<file path="config.mk">
export PLATFORM = sky130hd
export DESIGN_NAME = cam_capture_ctrl_flat
export DESIGN_NICKNAME = d
export VERILOG_FILES = /design/src/rtl/cam_capture_ctrl_if.sv /design/src/rtl/cam_capture_ctrl.sv /design/src/flat_wrapper.sv
export SDC_FILE = /design/constraint.sdc
export NUM_CORES = 1
export LEC_CHECK = 0
export ABC_AREA = 1
export CAP_MARGIN = 40
export CORE_MARGIN = 2
export CORE_UTILIZATION = 43
export CTS_BUF_LIST = sky130_fd_sc_hd__clkbuf_16
export CTS_CLUSTER_SIZE = 16
export DETAILED_ROUTE_END_ITERATION = 10
export PLACE_DENSITY = 0.73
export SLEW_MARGIN = 20
export SYNTH_ARGS = -nofsm -noshare
export SYNTH_HDL_FRONTEND = slang
export SYNTH_SLANG_ARGS = --single-unit
</file>
<file path="constraint.sdc">
create_clock -name pclk -period 2.15 [get_ports pclk]
set_input_delay 0.3225 -clock pclk [delete_from_list [all_inputs] [get_ports pclk]]
set_output_delay 0.3225 -clock pclk [all_outputs]
set_load 0.02 [all_outputs]
</file>
<file path="src/rtl/cam_capture_ctrl_if.sv">
// Camera pin bundle and framebuffer write port shared by the capture engine and its environment.
// The slave side is the capture engine: it consumes camera pins and drives the write port.
interface cam_capture_ctrl_if #(
  parameter int AW    = 15,
  parameter int OUT_W = 12
);
  logic             vsync;
  logic             href;
  logic [7:0]       d;
  logic             we;
  logic [AW-1:0]    waddr;
  logic [OUT_W-1:0] wdata;

  modport master (output vsync, href, d, input we, waddr, wdata);
  modport slave  (input vsync, href, d, output we, waddr, wdata);
endinterface

</file>
<file path="src/rtl/cam_capture_ctrl.sv">
// OV7670-style capture engine: pairs RGB565 bytes, decimates, packs to RGB111/332/444 and
// writes a row-major framebuffer, with single-shot/continuous arming, abort and short-frame flag.
module cam_capture_ctrl #(
  parameter int AW    = 15,
  parameter int IMG_W = 160,
  parameter int IMG_H = 120,
  parameter int DEC   = 1,
  parameter int OUT_W = 12
) (
  input  logic                 pclk,
  input  logic                 rst,
  cam_capture_ctrl_if.slave    bus,
  input  logic                 arm,
  input  logic                 cont,
  input  logic                 abort,
  input  logic [1:0]           mode,
  output logic                 busy,
  output logic                 frame_done,
  output logic                 short_frame
);
  localparam int CW = $clog2(IMG_W + 1);
  localparam int LW = $clog2(IMG_H + 1);
  localparam logic [CW-1:0] IMG_W_C = CW'(IMG_W);
  localparam logic [LW-1:0] IMG_H_C = LW'(IMG_H);
  localparam logic [AW:0]   LINE_STEP = (AW+1)'(IMG_W);
  localparam logic [AW:0]   TOTAL = (AW+1)'(IMG_W * IMG_H);
  localparam logic [2:0]    DEC_LAST = 3'(DEC - 1);

  typedef enum logic [2:0] {IDLE, WAIT_VS, WAIT_ACT, CAPTURE, DONE} state_t;
  state_t state, state_next;

  logic             phase;
  logic             href_d;
  logic [6:0]       b0;
  logic [2:0]       col_ph;
  logic [2:0]       line_ph;
  logic [CW-1:0]    stored_col;
  logic [LW-1:0]    stored_line;
  logic [AW:0]      line_base;
  logic [AW:0]      wr_count;
  logic [AW:0]      addr_sum;
  logic [1:0]       mode_q;
  logic             we_q;
  logic [AW-1:0]    waddr_q;
  logic [OUT_W-1:0] wdata_q;
  logic             frame_done_q;
  logic             short_q;
  logic [11:0]      pix;
  logic             start, cap, line_keep, pix_keep, frame_end;

  always_ff @(posedge pclk) begin
    if (!rst) state <= IDLE;
    else      state <= state_next;
  end

  always_comb begin
    state_next = state;
    start      = 1'b0;
    cap        = 1'b0;
    frame_end  = 1'b0;
    case (state)
      IDLE:     if (arm) state_next = WAIT_VS;
      WAIT_VS:  if (bus.vsync) state_next = WAIT_ACT;
      WAIT_ACT: if (!bus.vsync) begin
                  state_next = CAPTURE;
                  start      = 1'b1;
                end
      CAPTURE:  if (bus.vsync) begin
                  state_next = DONE;
                  frame_end  = 1'b1;
                end else begin
                  cap = 1'b1;
                end
      DONE:     state_next = cont ? WAIT_ACT : IDLE;
      default:  state_next = IDLE;
    endcase
    if (abort) begin
      state_next = IDLE;
      start      = 1'b0;
      cap        = 1'b0;
      frame_end  = 1'b0;
    end
  end

  // Decimation phases stand in for cam_col % DEC and cam_line % DEC without dividers.
  assign line_keep = (line_ph == 3'd0) && (stored_line < IMG_H_C);
  assign pix_keep  = cap && bus.href && phase && (col_ph == 3'd0) && line_keep
                     && (stored_col < IMG_W_C);
  assign addr_sum  = line_base + (AW+1)'(stored_col);

  // b0 keeps only {R4..R1, G5..G3}; R0 is never used by any format.
  always_comb begin
    case (mode_q)
      2'd1:    pix = {4'b0, b0[6:4], b0[2:0], bus.d[4:3]};
      2'd2:    pix = {b0[6:3], b0[2:0], bus.d[7], bus.d[4:1]};
      default: pix = {9'b0, b0[6], b0[2], bus.d[4]};
    endcase
  end

  always_ff @(posedge pclk) begin
    if (!rst) begin
      phase        <= 1'b0;
      href_d       <= 1'b0;
      b0           <= '0;
      col_ph       <= '0;
      line_ph      <= '0;
      stored_col   <= '0;
      stored_line  <= '0;
      line_base    <= '0;
      wr_count     <= '0;
      mode_q       <= '0;
      we_q         <= 1'b0;
      waddr_q      <= '0;
      wdata_q      <= '0;
      frame_done_q <= 1'b0;
      short_q      <= 1'b0;
    end else begin
      we_q         <= 1'b0;
      frame_done_q <= 1'b0;
      if (state == IDLE && state_next == WAIT_VS) short_q <= 1'b0;
      if (start) begin
        mode_q      <= mode;
        phase       <= 1'b0;
        href_d      <= 1'b0;
        col_ph      <= '0;
        line_ph     <= '0;
        stored_col  <= '0;
        stored_line <= '0;
        line_base   <= '0;
        wr_count    <= '0;
      end
      if (cap) begin
        href_d <= bus.href;
        if (bus.href) begin
          phase <= ~phase;
          if (!phase) begin
            b0 <= {bus.d[7:4], bus.d[2:0]};
          end else begin
            col_ph <= (col_ph == DEC_LAST) ? 3'd0 : col_ph + 3'd1;
            if (pix_keep) begin
              we_q       <= 1'b1;
              waddr_q    <= addr_sum[AW-1:0];
              wdata_q    <= OUT_W'(pix);
              stored_col <= stored_col + 1'b1;
              wr_count   <= wr_count + 1'b1;
            end
          end
        end else begin
          phase <= 1'b0;
          if (href_d) begin
            col_ph     <= '0;
            stored_col <= '0;
            line_ph    <= (line_ph == DEC_LAST) ? 3'd0 : line_ph + 3'd1;
            if (line_keep) begin
              stored_line <= stored_line + 1'b1;
              line_base   <= line_base + LINE_STEP;
            end
          end
        end
      end
      if (frame_end) begin
        frame_done_q <= 1'b1;
        short_q      <= (wr_count < TOTAL);
      end
    end
  end

  assign bus.we      = we_q;
  assign bus.waddr   = waddr_q;
  assign bus.wdata   = wdata_q;
  assign frame_done  = frame_done_q;
  assign short_frame = short_q;
  assign busy        = (state == WAIT_VS) || (state == WAIT_ACT) || (state == CAPTURE);
endmodule
</file>
<file path="src/flat_wrapper.sv">
// flat-port wrapper written by rule: the top's interface ports become plain ports
module cam_capture_ctrl_flat 
#(
  parameter int AW    = 15,
  parameter int IMG_W = 160,
  parameter int IMG_H = 120,
  parameter int DEC   = 1,
  parameter int OUT_W = 12
)
  (pclk, rst, arm, cont, abort, mode, busy, frame_done, short_frame, bus_vsync, bus_href, bus_d, bus_we, bus_waddr, bus_wdata);
  cam_capture_ctrl_if #(.AW(AW), .OUT_W(OUT_W)) bus_i ();
  input  logic pclk;
  input  logic rst;
  input  logic arm;
  input  logic cont;
  input  logic abort;
  input  logic [1:0] mode;
  output logic busy;
  output logic frame_done;
  output logic short_frame;
  input wire logic [$bits(bus_i.vsync)-1:0] bus_vsync;
  input wire logic [$bits(bus_i.href)-1:0] bus_href;
  input wire logic [$bits(bus_i.d)-1:0] bus_d;
  output wire logic [$bits(bus_i.we)-1:0] bus_we;
  output wire logic [$bits(bus_i.waddr)-1:0] bus_waddr;
  output wire logic [$bits(bus_i.wdata)-1:0] bus_wdata;
  assign bus_i.vsync = bus_vsync;
  assign bus_i.href = bus_href;
  assign bus_i.d = bus_d;
  assign bus_we = bus_i.we;
  assign bus_waddr = bus_i.waddr;
  assign bus_wdata = bus_i.wdata;
  cam_capture_ctrl #(.AW(AW), .IMG_W(IMG_W), .IMG_H(IMG_H), .DEC(DEC), .OUT_W(OUT_W)) u_core (.pclk(pclk), .rst(rst), .bus(bus_i), .arm(arm), .cont(cont), .abort(abort), .mode(mode), .busy(busy), .frame_done(frame_done), .short_frame(short_frame));
endmodule
</file>
I/O nets highlighted:
Drawn at 3 px/um.
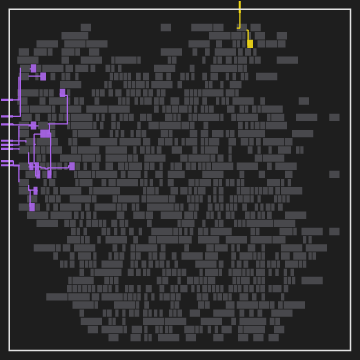
legend:
  yellow:
    port: arm
    bits: 1
    direction: input
    end_cells: 1
    buffers: 1
    wire: 12.3 um
  purple:
    port: bus_d
    bits: 8
    direction: input
    end_cells: 13
    buffers: 8
    wire: 161 um

Metal 1:
Drawn at 4 px/um. Supply wires on this layer in grey.
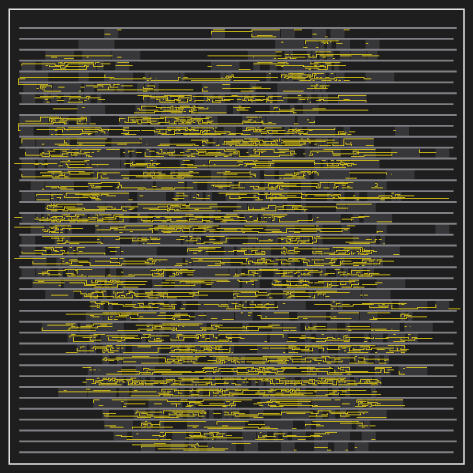
wire length on this layer: 6,490 um
longest straight run: 64.9 um
main direction: horizontal
share of all routed wire: 50%

Cell density map:
Drawn at 3 px/um. 11 x 11 tiles, from dark blue (low) to red (high), 0 to 100% covered.
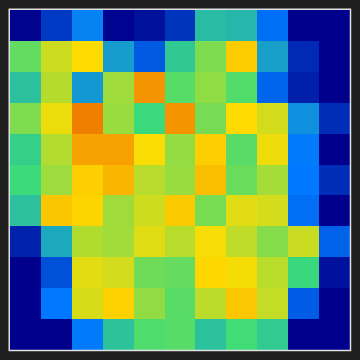
nearly empty tiles: 12%
emptiest ninth of the die: north-east
tiles over 75% full: 15%
mean over tiles: 47%

Placed standard cells:
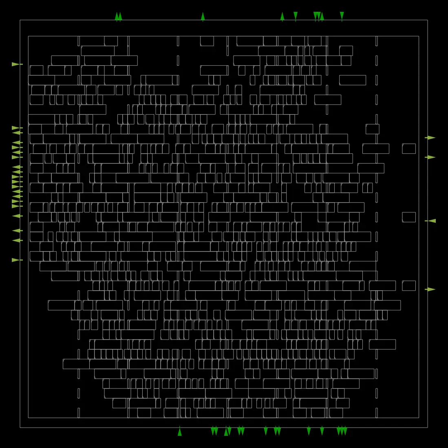
core area: 0.0115 mm^2
flip-flops: 96
Fill cells: 1,131

==> results.sh <==
# flow metrics
export IMPL_viasPerCell=5.24
export IMPL_wirelength_mm=13.1
export IMPL_fp_nets=777
export IMPL_flop_area_mm2=0.00192
export IMPL_top_usage_layer="met2"
export IMPL_post_route_period_util_pct=90.6
export IMPL_top_logic_kind="simple AND/OR/NAND/NOR gates"
export IMPL_area_share_clock_buf_inv_pct=4.44
export IMPL_antenna_found_initial=0
export IMPL_cp_start_kind="flop"
export IMPL_timing_rr_end="u_core.bus.waddr[12]"
export IMPL_finalPower_mw=3.40
export IMPL_cp_depth=11
export IMPL_drc=0
export IMPL_syn_cell_area_mm2=0.00514
export IMPL_grt_max_degree=35
export IMPL_synth_flops=96
export IMPL_dp_hpwl_mm=9.53
export IMPL_avgSynthCellArea_um2=6.93
export IMPL_edf_count=0
export IMPL_rsz0062_at_grt="false"
export IMPL_hold_path_class="in2reg"
export IMPL_ys_cells=741
export IMPL_fin_crit_ns=1.95
export IMPL_hold_depth=2
export IMPL_routed_wl_met3_um=616
export IMPL_final_antenna_net_count=0
export IMPL_yosys_area_top_type="dfxtp_1"
export IMPL_netSwitchingFraction_pct=23.3
export IMPL_end_kind="flop"
export IMPL_status="complete, no violations"
export IMPL_bufAreaShareNonClock_pct=10.9
export IMPL_critPathCapture="u_core.bus.waddr[12]"
export IMPL_inv_count=98
export IMPL_hold_ws_ns=0.409
